===== src/rtl/uart_pkg.sv =====
// Shared definitions for the APB-side UART register file.
// Latency: n/a (constants and one helper function only).
// Backpressure: n/a.
//
// Holds the register byte offsets, the CTRL/STATUS bit positions and the
// receive-threshold helper used by the top level.
package uart_pkg;

  // Register byte offsets; only pAddr[7:0] is decoded.
  localparam logic [7:0] UART_TXDATA_ADDR  = 8'h00;
  localparam logic [7:0] UART_RXDATA_ADDR  = 8'h01;
  localparam logic [7:0] UART_BAUDDIV_ADDR = 8'h02;
  localparam logic [7:0] UART_CTRL_ADDR    = 8'h03;
  localparam logic [7:0] UART_STATUS_ADDR  = 8'h04;
  localparam logic [7:0] UART_LEVEL_ADDR   = 8'h05;

  // CTRL bit positions.
  localparam int CTRL_TXEN     = 0;
  localparam int CTRL_RXEN     = 1;
  localparam int CTRL_RXINTEN  = 2;
  localparam int CTRL_TXINTEN  = 3;
  localparam int CTRL_TXFLUSH  = 4;
  localparam int CTRL_RXFLUSH  = 5;
  localparam int CTRL_THR_LSB  = 8;

  // STATUS bit positions.
  localparam int STAT_RXNE     = 0;
  localparam int STAT_RXFULL   = 1;
  localparam int STAT_TXEMPTY  = 2;
  localparam int STAT_TXFULL   = 3;
  localparam int STAT_RXOVR    = 4;
  localparam int STAT_TXOVF    = 5;
  localparam int STAT_RXTHR    = 6;

  // A threshold of 0 behaves like 1 so the RX interrupt never fires on an
  // empty FIFO.
  function automatic logic [7:0] thresh_eff(input logic [7:0] thr);
    return (thr == 8'd0) ? 8'd1 : thr;
  endfunction

endpackage


===== src/rtl/uart_apb_regfile_fifo_fifo.sv =====
// Generic synchronous FIFO with first-word fall-through output.
// Latency: push visible on dout_o the cycle after the push edge; pop edge advances head.
// Backpressure: push into a full FIFO is dropped unless a pop happens in the same cycle.
//
// Module uart_sync_fifo, parameters WIDTH, DEPTH (power of 2, >= 2).
// Ports: pClk, pReset (async active-low), push_i/din_i, pop_i, flush_i,
//        dout_o (head, 0 when empty), full_o, empty_o, count_o.
// flush_i wins over any same-cycle push or pop.
module uart_sync_fifo #(
  parameter int WIDTH = 8,
  parameter int DEPTH = 8
) (
  input  logic                       pClk,
  input  logic                       pReset,
  input  logic                       push_i,
  input  logic [WIDTH-1:0]           din_i,
  input  logic                       pop_i,
  input  logic                       flush_i,
  output logic [WIDTH-1:0]           dout_o,
  output logic                       full_o,
  output logic                       empty_o,
  output logic [$clog2(DEPTH):0]     count_o
);

  localparam int AW = $clog2(DEPTH);
  localparam int CW = AW + 1;
  localparam logic [AW-1:0] PTR_ONE  = AW'(1);
  localparam logic [CW-1:0] CNT_ONE  = CW'(1);
  localparam logic [CW-1:0] CNT_FULL = CW'(DEPTH);

  logic [WIDTH-1:0] mem_q [DEPTH];
  logic [AW-1:0]    wr_ptr_q, wr_ptr_d;
  logic [AW-1:0]    rd_ptr_q, rd_ptr_d;
  logic [CW-1:0]    count_q, count_d;
  logic             do_push, do_pop;

  assign empty_o = (count_q == '0);
  assign full_o  = (count_q == CNT_FULL);
  assign count_o = count_q;

  // A pop frees a slot in the same cycle, so a full FIFO can still accept.
  assign do_pop  = pop_i && !empty_o;
  assign do_push = push_i && (!full_o || do_pop);

  // Head is forced to 0 when empty so stale storage never leaks out.
  assign dout_o = empty_o ? '0 : mem_q[rd_ptr_q];

  always_comb begin
    wr_ptr_d = wr_ptr_q;
    rd_ptr_d = rd_ptr_q;
    count_d  = count_q;
    if (flush_i) begin
      wr_ptr_d = '0;
      rd_ptr_d = '0;
      count_d  = '0;
    end else begin
      if (do_push) wr_ptr_d = wr_ptr_q + PTR_ONE;
      if (do_pop)  rd_ptr_d = rd_ptr_q + PTR_ONE;
      if (do_push && !do_pop)      count_d = count_q + CNT_ONE;
      else if (!do_push && do_pop) count_d = count_q - CNT_ONE;
    end
  end

  always_ff @(posedge pClk or negedge pReset) begin
    if (!pReset) begin
      wr_ptr_q <= '0;
      rd_ptr_q <= '0;
      count_q  <= '0;
    end else begin
      wr_ptr_q <= wr_ptr_d;
      rd_ptr_q <= rd_ptr_d;
      count_q  <= count_d;
    end
  end

  // Storage needs no reset: it is only observable through a non-empty head.
  always_ff @(posedge pClk) begin
    if (do_push && !flush_i) mem_q[wr_ptr_q] <= din_i;
  end

endmodule


===== src/rtl/uart_apb_regfile_fifo.sv =====
// APB register file for the UART with TX/RX FIFOs, baud divisor, control, status, level and IRQ.
// Latency: zero-wait-state APB; reads combinational, writes at the access edge; Irq registered (+1 cycle).
// Backpressure: TX drained by TxValid/TxReady; full-FIFO pushes drop and set sticky overflow/overrun.
//
// Ports: APB slave (pClk, pReset async active-low, pSel, pEnable, pWrite,
//        pAddr, pWdata, pReadData), TX engine (TxData, TxValid, TxReady),
//        RX engine (RxDone, RxData), BaudDiv, TxEn, RxEn, Irq.
// Optional macro UART_RX_THRESH_EN adds CTRL[15:8] RxThresh and STATUS[6];
// the RX interrupt then requires RX count >= max(RxThresh, 1).
module uart_apb_regfile_fifo
  import uart_pkg::*;
#(
  parameter int DATA_W   = 8,
  parameter int TX_DEPTH = 8,
  parameter int RX_DEPTH = 8,
  parameter int DIV_W    = 16
) (
  input  logic              pClk,
  input  logic              pReset,
  input  logic              pSel,
  input  logic              pEnable,
  input  logic              pWrite,
  input  logic [31:0]       pAddr,
  input  logic [31:0]       pWdata,
  output logic [31:0]       pReadData,
  output logic [DATA_W-1:0] TxData,
  output logic              TxValid,
  input  logic              TxReady,
  input  logic              RxDone,
  input  logic [DATA_W-1:0] RxData,
  output logic [DIV_W-1:0]  BaudDiv,
  output logic              TxEn,
  output logic              RxEn,
  output logic              Irq
);

  localparam int TX_CW = $clog2(TX_DEPTH) + 1;
  localparam int RX_CW = $clog2(RX_DEPTH) + 1;

  logic [7:0]        addr;
  logic              access, wr_en, rd_en;
  logic              wr_tx, wr_baud, wr_ctrl, wr_stat, rd_rx;

  logic [3:0]        ctrl_q, ctrl_d;
  logic [DIV_W-1:0]  baud_q, baud_d;
  logic              rx_ovr_q, rx_ovr_d;
  logic              tx_ovf_q, tx_ovf_d;
  logic              irq_q, irq_d;
`ifdef UART_RX_THRESH_EN
  logic [7:0]        thresh_q, thresh_d;
  logic              rx_thr_hit;
`endif

  logic              tx_push, tx_pop, tx_flush, tx_full, tx_empty;
  logic [DATA_W-1:0] tx_dout;
  logic [TX_CW-1:0]  tx_count;
  logic              rx_push, rx_flush, rx_full, rx_empty;
  logic [DATA_W-1:0] rx_dout;
  logic [RX_CW-1:0]  rx_count;
  logic              rx_term;
  logic [31:0]       rdata;
  logic              unused_ok;

  assign addr    = pAddr[7:0];
  assign access  = pSel && pEnable;
  assign wr_en   = access && pWrite;
  assign rd_en   = access && !pWrite;
  assign wr_tx   = wr_en && (addr == UART_TXDATA_ADDR);
  assign wr_baud = wr_en && (addr == UART_BAUDDIV_ADDR);
  assign wr_ctrl = wr_en && (addr == UART_CTRL_ADDR);
  assign wr_stat = wr_en && (addr == UART_STATUS_ADDR);
  assign rd_rx   = rd_en && (addr == UART_RXDATA_ADDR);

  // High address bits and unused write-data bits are intentionally ignored.
  assign unused_ok = ^{pAddr[31:8], pWdata};

  assign TxValid  = ctrl_q[CTRL_TXEN] && !tx_empty;
  assign tx_push  = wr_tx;
  assign tx_pop   = TxValid && TxReady;
  assign tx_flush = wr_ctrl && pWdata[CTRL_TXFLUSH];
  assign rx_push  = RxDone && ctrl_q[CTRL_RXEN];
  assign rx_flush = wr_ctrl && pWdata[CTRL_RXFLUSH];

  uart_sync_fifo #(.WIDTH(DATA_W), .DEPTH(TX_DEPTH)) u_tx_fifo (
    .pClk    (pClk),
    .pReset  (pReset),
    .push_i  (tx_push),
    .din_i   (pWdata[DATA_W-1:0]),
    .pop_i   (tx_pop),
    .flush_i (tx_flush),
    .dout_o  (tx_dout),
    .full_o  (tx_full),
    .empty_o (tx_empty),
    .count_o (tx_count)
  );

  uart_sync_fifo #(.WIDTH(DATA_W), .DEPTH(RX_DEPTH)) u_rx_fifo (
    .pClk    (pClk),
    .pReset  (pReset),
    .push_i  (rx_push),
    .din_i   (RxData),
    .pop_i   (rd_rx),
    .flush_i (rx_flush),
    .dout_o  (rx_dout),
    .full_o  (rx_full),
    .empty_o (rx_empty),
    .count_o (rx_count)
  );

`ifdef UART_RX_THRESH_EN
  assign rx_thr_hit = (16'(rx_count) >= {8'h00, thresh_eff(thresh_q)});
  assign rx_term    = ctrl_q[CTRL_RXINTEN] && rx_thr_hit;
`else
  assign rx_term    = ctrl_q[CTRL_RXINTEN] && !rx_empty;
`endif

  always_comb begin
    ctrl_d   = ctrl_q;
    baud_d   = baud_q;
    rx_ovr_d = rx_ovr_q;
    tx_ovf_d = tx_ovf_q;
`ifdef UART_RX_THRESH_EN
    thresh_d = thresh_q;
`endif
    if (wr_ctrl) begin
      ctrl_d = pWdata[3:0];
`ifdef UART_RX_THRESH_EN
      thresh_d = pWdata[CTRL_THR_LSB +: 8];
`endif
    end
    if (wr_baud) baud_d = pWdata[DIV_W-1:0];
    // W1C first so a same-cycle set overrides the clear.
    if (wr_stat && pWdata[STAT_RXOVR]) rx_ovr_d = 1'b0;
    if (wr_stat && pWdata[STAT_TXOVF]) tx_ovf_d = 1'b0;
    // A drop only happens when nothing frees a slot in the same cycle.
    if (tx_push && tx_full && !tx_pop) tx_ovf_d = 1'b1;
    if (rx_push && rx_full && !rd_rx)  rx_ovr_d = 1'b1;
    irq_d = rx_term || (ctrl_q[CTRL_TXINTEN] && tx_empty) || rx_ovr_q || tx_ovf_q;
  end

  always_ff @(posedge pClk or negedge pReset) begin
    if (!pReset) begin
      ctrl_q   <= '0;
      baud_q   <= '0;
      rx_ovr_q <= 1'b0;
      tx_ovf_q <= 1'b0;
      irq_q    <= 1'b0;
`ifdef UART_RX_THRESH_EN
      thresh_q <= '0;
`endif
    end else begin
      ctrl_q   <= ctrl_d;
      baud_q   <= baud_d;
      rx_ovr_q <= rx_ovr_d;
      tx_ovf_q <= tx_ovf_d;
      irq_q    <= irq_d;
`ifdef UART_RX_THRESH_EN
      thresh_q <= thresh_d;
`endif
    end
  end

  always_comb begin
    rdata = '0;
    case (addr)
      UART_RXDATA_ADDR:  rdata = 32'(rx_dout);
      UART_BAUDDIV_ADDR: rdata = 32'(baud_q);
      UART_CTRL_ADDR: begin
        rdata[3:0] = ctrl_q;
`ifdef UART_RX_THRESH_EN
        rdata[CTRL_THR_LSB +: 8] = thresh_q;
`endif
      end
      UART_STATUS_ADDR: begin
        rdata[STAT_RXNE]    = !rx_empty;
        rdata[STAT_RXFULL]  = rx_full;
        rdata[STAT_TXEMPTY] = tx_empty;
        rdata[STAT_TXFULL]  = tx_full;
        rdata[STAT_RXOVR]   = rx_ovr_q;
        rdata[STAT_TXOVF]   = tx_ovf_q;
`ifdef UART_RX_THRESH_EN
        rdata[STAT_RXTHR]   = rx_thr_hit;
`endif
      end
      UART_LEVEL_ADDR: begin
        rdata[7:0]  = 8'(tx_count);
        rdata[15:8] = 8'(rx_count);
      end
      default: rdata = '0;
    endcase
  end

  // Drive read data only during a read transfer so the bus idles at 0.
  assign pReadData = (pSel && !pWrite) ? rdata : '0;
  assign TxData    = tx_dout;
  assign BaudDiv   = baud_q;
  assign TxEn      = ctrl_q[CTRL_TXEN];
  assign RxEn      = ctrl_q[CTRL_RXEN];
  assign Irq       = irq_q;

endmodule


===== config.mk =====
export PLATFORM = sky130hd
export DESIGN_NAME = uart_apb_regfile_fifo
export DESIGN_NICKNAME = d
export VERILOG_FILES = /design/src/rtl/uart_pkg.sv /design/src/rtl/uart_apb_regfile_fifo_fifo.sv /design/src/rtl/uart_apb_regfile_fifo.sv
export SDC_FILE = /design/constraint.sdc
export NUM_CORES = 1
export LEC_CHECK = 0
export CORE_MARGIN = 2
export CORE_UTILIZATION = 30
export CTS_CLUSTER_SIZE = 20
export DETAILED_ROUTE_END_ITERATION = 7
export HOLD_SLACK_MARGIN = 0.06
export PLACE_DENSITY = 0.57
export SYNTH_ARGS = -nofsm -noshare
export SYNTH_HDL_FRONTEND = slang
export SYNTH_SLANG_ARGS = --single-unit

===== constraint.sdc =====
create_clock -name pClk -period 6.6 [get_ports pClk]
set_input_delay 0.99 -clock pClk [delete_from_list [all_inputs] [get_ports pClk]]
set_output_delay 0.99 -clock pClk [all_outputs]
set_load 0.02 [all_outputs]

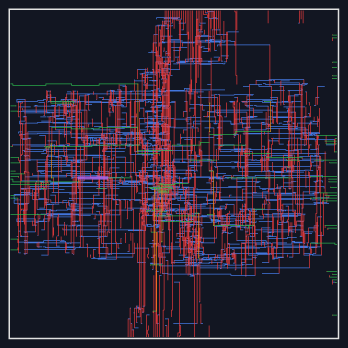
Figure 1: signal wires by layer.
(2 px per um)
- M4: orange (wire length 247 um)
- M3: green (wire length 794 um)
- M2: red (wire length 9110 um)
- M1: blue (wire length 7140 um)
- M5: purple (wire length 13.8 um)
WL final: 17.3 mm
Routed WL per cell: 18.5 um
Vias: 4490
gr usage total: 13.3%

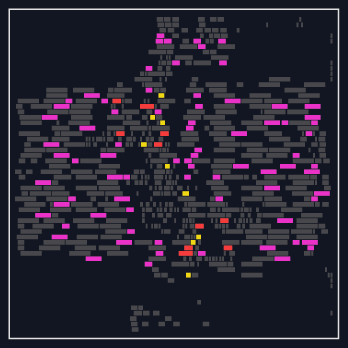
Figure 2: selected gate families.
(2 px per um)
- non-inverting ao/oa cells: yellow (cells 9; where center)
- mux cells: magenta (cells 77)
- fa/ha/maj cells: red (cells 10)
fin cells: 934
fraction of area in multi-input gates: 27.3%
most common logic cell in the routed design: edfxtp_1

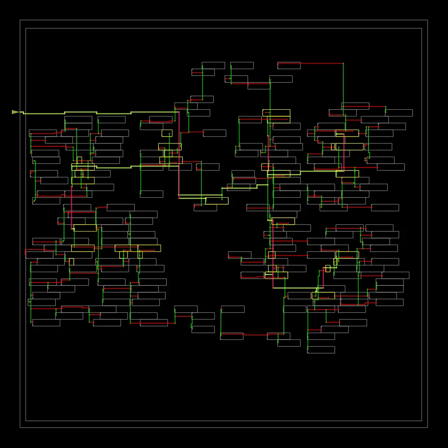
Figure 3: the clock network.
clk pwr: 0.977 mW
Num Clock Sinks: 171

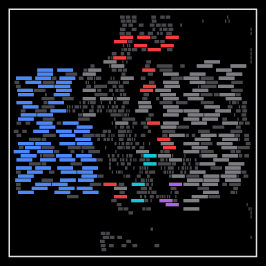
Figure 4: sequential cells colored by netlist name.
(1.5 px per um) Other sequential cells in the stronger gray, the rest of the logic in the fainter gray.
- `u_tx_fifo.count_o`: cyan (sequential cells 4)
- `u_rx_fifo.mem_q`: blue (sequential cells 64)
- `u_tx_fifo.rd_ptr_q`: purple (sequential cells 3)
- `BaudDiv`: red (sequential cells 16)
- not colored: 84
sequential power: 1.20 mW
Register Area: 0.00492 sq mm
sequential cell area share: 52.5%
utilization after layout: 37.4%

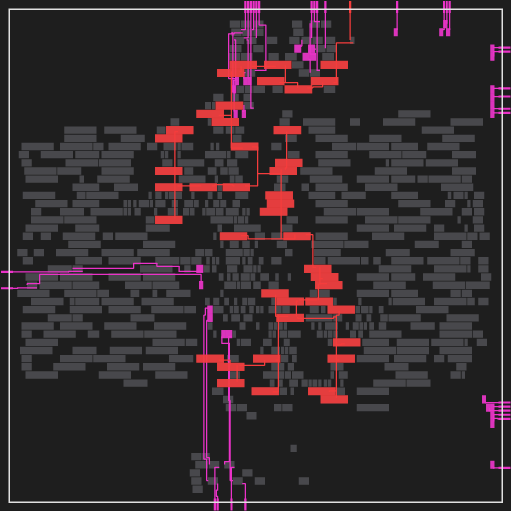
Figure 5: port wiring.
(3 px per um)
- `pReadData`: magenta (bits 32; direction output; end cells 32; wire 693 um)
- `pReset`: red (bits 1; direction input; end cells 43; wire 373 um)
Port Buffer Count: 82
I/O Pins: 139

==> Changelog: implementation <==
### Metrics

- Clock transition at path regs: 0.06 ns
- Unique masters post-synth: 59
- First-pass DRT Iterations: 4
- H-tree levels: 4
- Top cells excl fill/tap: edfxtp_1 (128), clkdlybuf4s50_1 (81), nor2_1 (47)
- Synth flops: 171
- Pins over their slew limit: 0
- Top-count cell post-synth: edfxtp_1
- Cell area leaders: edfxtp_1 (50%), dfrtp_1 (14%), mux4_2 (9.4%), mux2_2 (3.1%), mux2i_1 (2.6%)
- Maximum fanout along the worst path: 14
- Launch point of the worst reg-to-reg path: u_rx_fifo.count_o[0]
- Hold Violations, Final: 0
- Cells after Synth: around 500
- Crit path required time: around 5.6 ns
- Status: complete, no violations
- Crit path DAT: approximately 4.1 ns
- Starting density of the core: 30.5%
- Top_reg_cell synth: edfxtp_1
- Hold_ws: 0.522 ns
- Worst Max-Slew Pin Slew: 1.18 ns
- Initial antenna violation count: 1
- Cell area after synthesis: 0.00766 sq mm
- Top power group: sequential cells
- Switch share: between 20% and 30%
- EDFF count, synth: 128
- Hold Crit Class: flip-flop to flip-flop
- Hold Buf Count CTS: 0
- Pint: between 1.5 and 2 mW
- Total power: 2.35 mW
- Final min period: 5.04 ns
- Psw: 0.533 mW
- Fin area: 0.00938 sq mm
- # Post-CTS Setup Buffers: 0
- Largest net degree at the start of global routing: 44
- Ys async rst share: around a quarter
- Via density: 4.81
- P_comb: 0.172 mW
- Synth Area per Inst: 15.3 sq um
- Total congestion overflow: 0
- Seq pwr share: 51.0%
- Cell Rows: approximately 58
- Final TNS setup: 0 ns
- Crit path from: pAddr[0]
- Post-cts sizing count: 0
- CTS max path bufs: 2
- Max cap viols: 0
- CTS Buf Count: 17
- Crit-path leading delay family: buffers and inverters
- Nets: 680
[worst register-to-register path: stages (launching register included)]
cell and delay (ns):
dfrtp_1 0.47, nor4_1 0.57, nor4_4 0.16, or3_1 0.55
ha_1 0.33, a21o_1 0.17, a21oi_1 0.17, mux2i_1 0.28
mux2i_1 0.21
[layer usage]
metal / up-vias / GRT usage, % / part of all wire (%)
met3: 25 / 2.93 / 4.6
met5: - / 0 / 0.075
met2: 129 / 24.0 / 53
met1: 2265 / 15.9 / 41
li1: 2069 / - / -
met4: 2 / 4.19 / 1.4
[cells by family after synthesis]
kind of cell | Yosys count | synth area share (%)
buffers and inverters | 43 | 3.23
muxes | 77 | 15.7
adders and majority gates | 10 | 1.83
xor gates and xnor gates | 10 | 1.14
AOI/OAI and AO/OA | 45 | 4.10
other | 1 | 0.0489
and+or+nand+nor | 144 | 9.75
DFF | 171 | 64.2
[final cells by class]
cell class	instances	area, sq um
Multi-Input combinational cell	302	2560
Fill cell	2416	15700
Clock inverter	13	141
Tap cell	330	413
Clock buffer	19	433
Inverter	9	33.8
Sequential cell	171	4920
Timing Repair Buffer	90	876
[registers in the layout, summed over array words and instances, names as in the netlist]
register	count
u_rx_fifo.rd_ptr_q	3
u_tx_fifo.mem_q	64
u_rx_fifo.count_o	4
u_tx_fifo.count_o	4
tx_ovf_q	1
u_tx_fifo.wr_ptr_q	3
u_tx_fifo.rd_ptr_q	3
Irq	1
u_rx_fifo.mem_q	64
BaudDiv	16
rx_ovr_q	1
u_rx_fifo.wr_ptr_q	3
ctrl_q	4
No activity file was given, so power comes from the tool's default toggle rates.
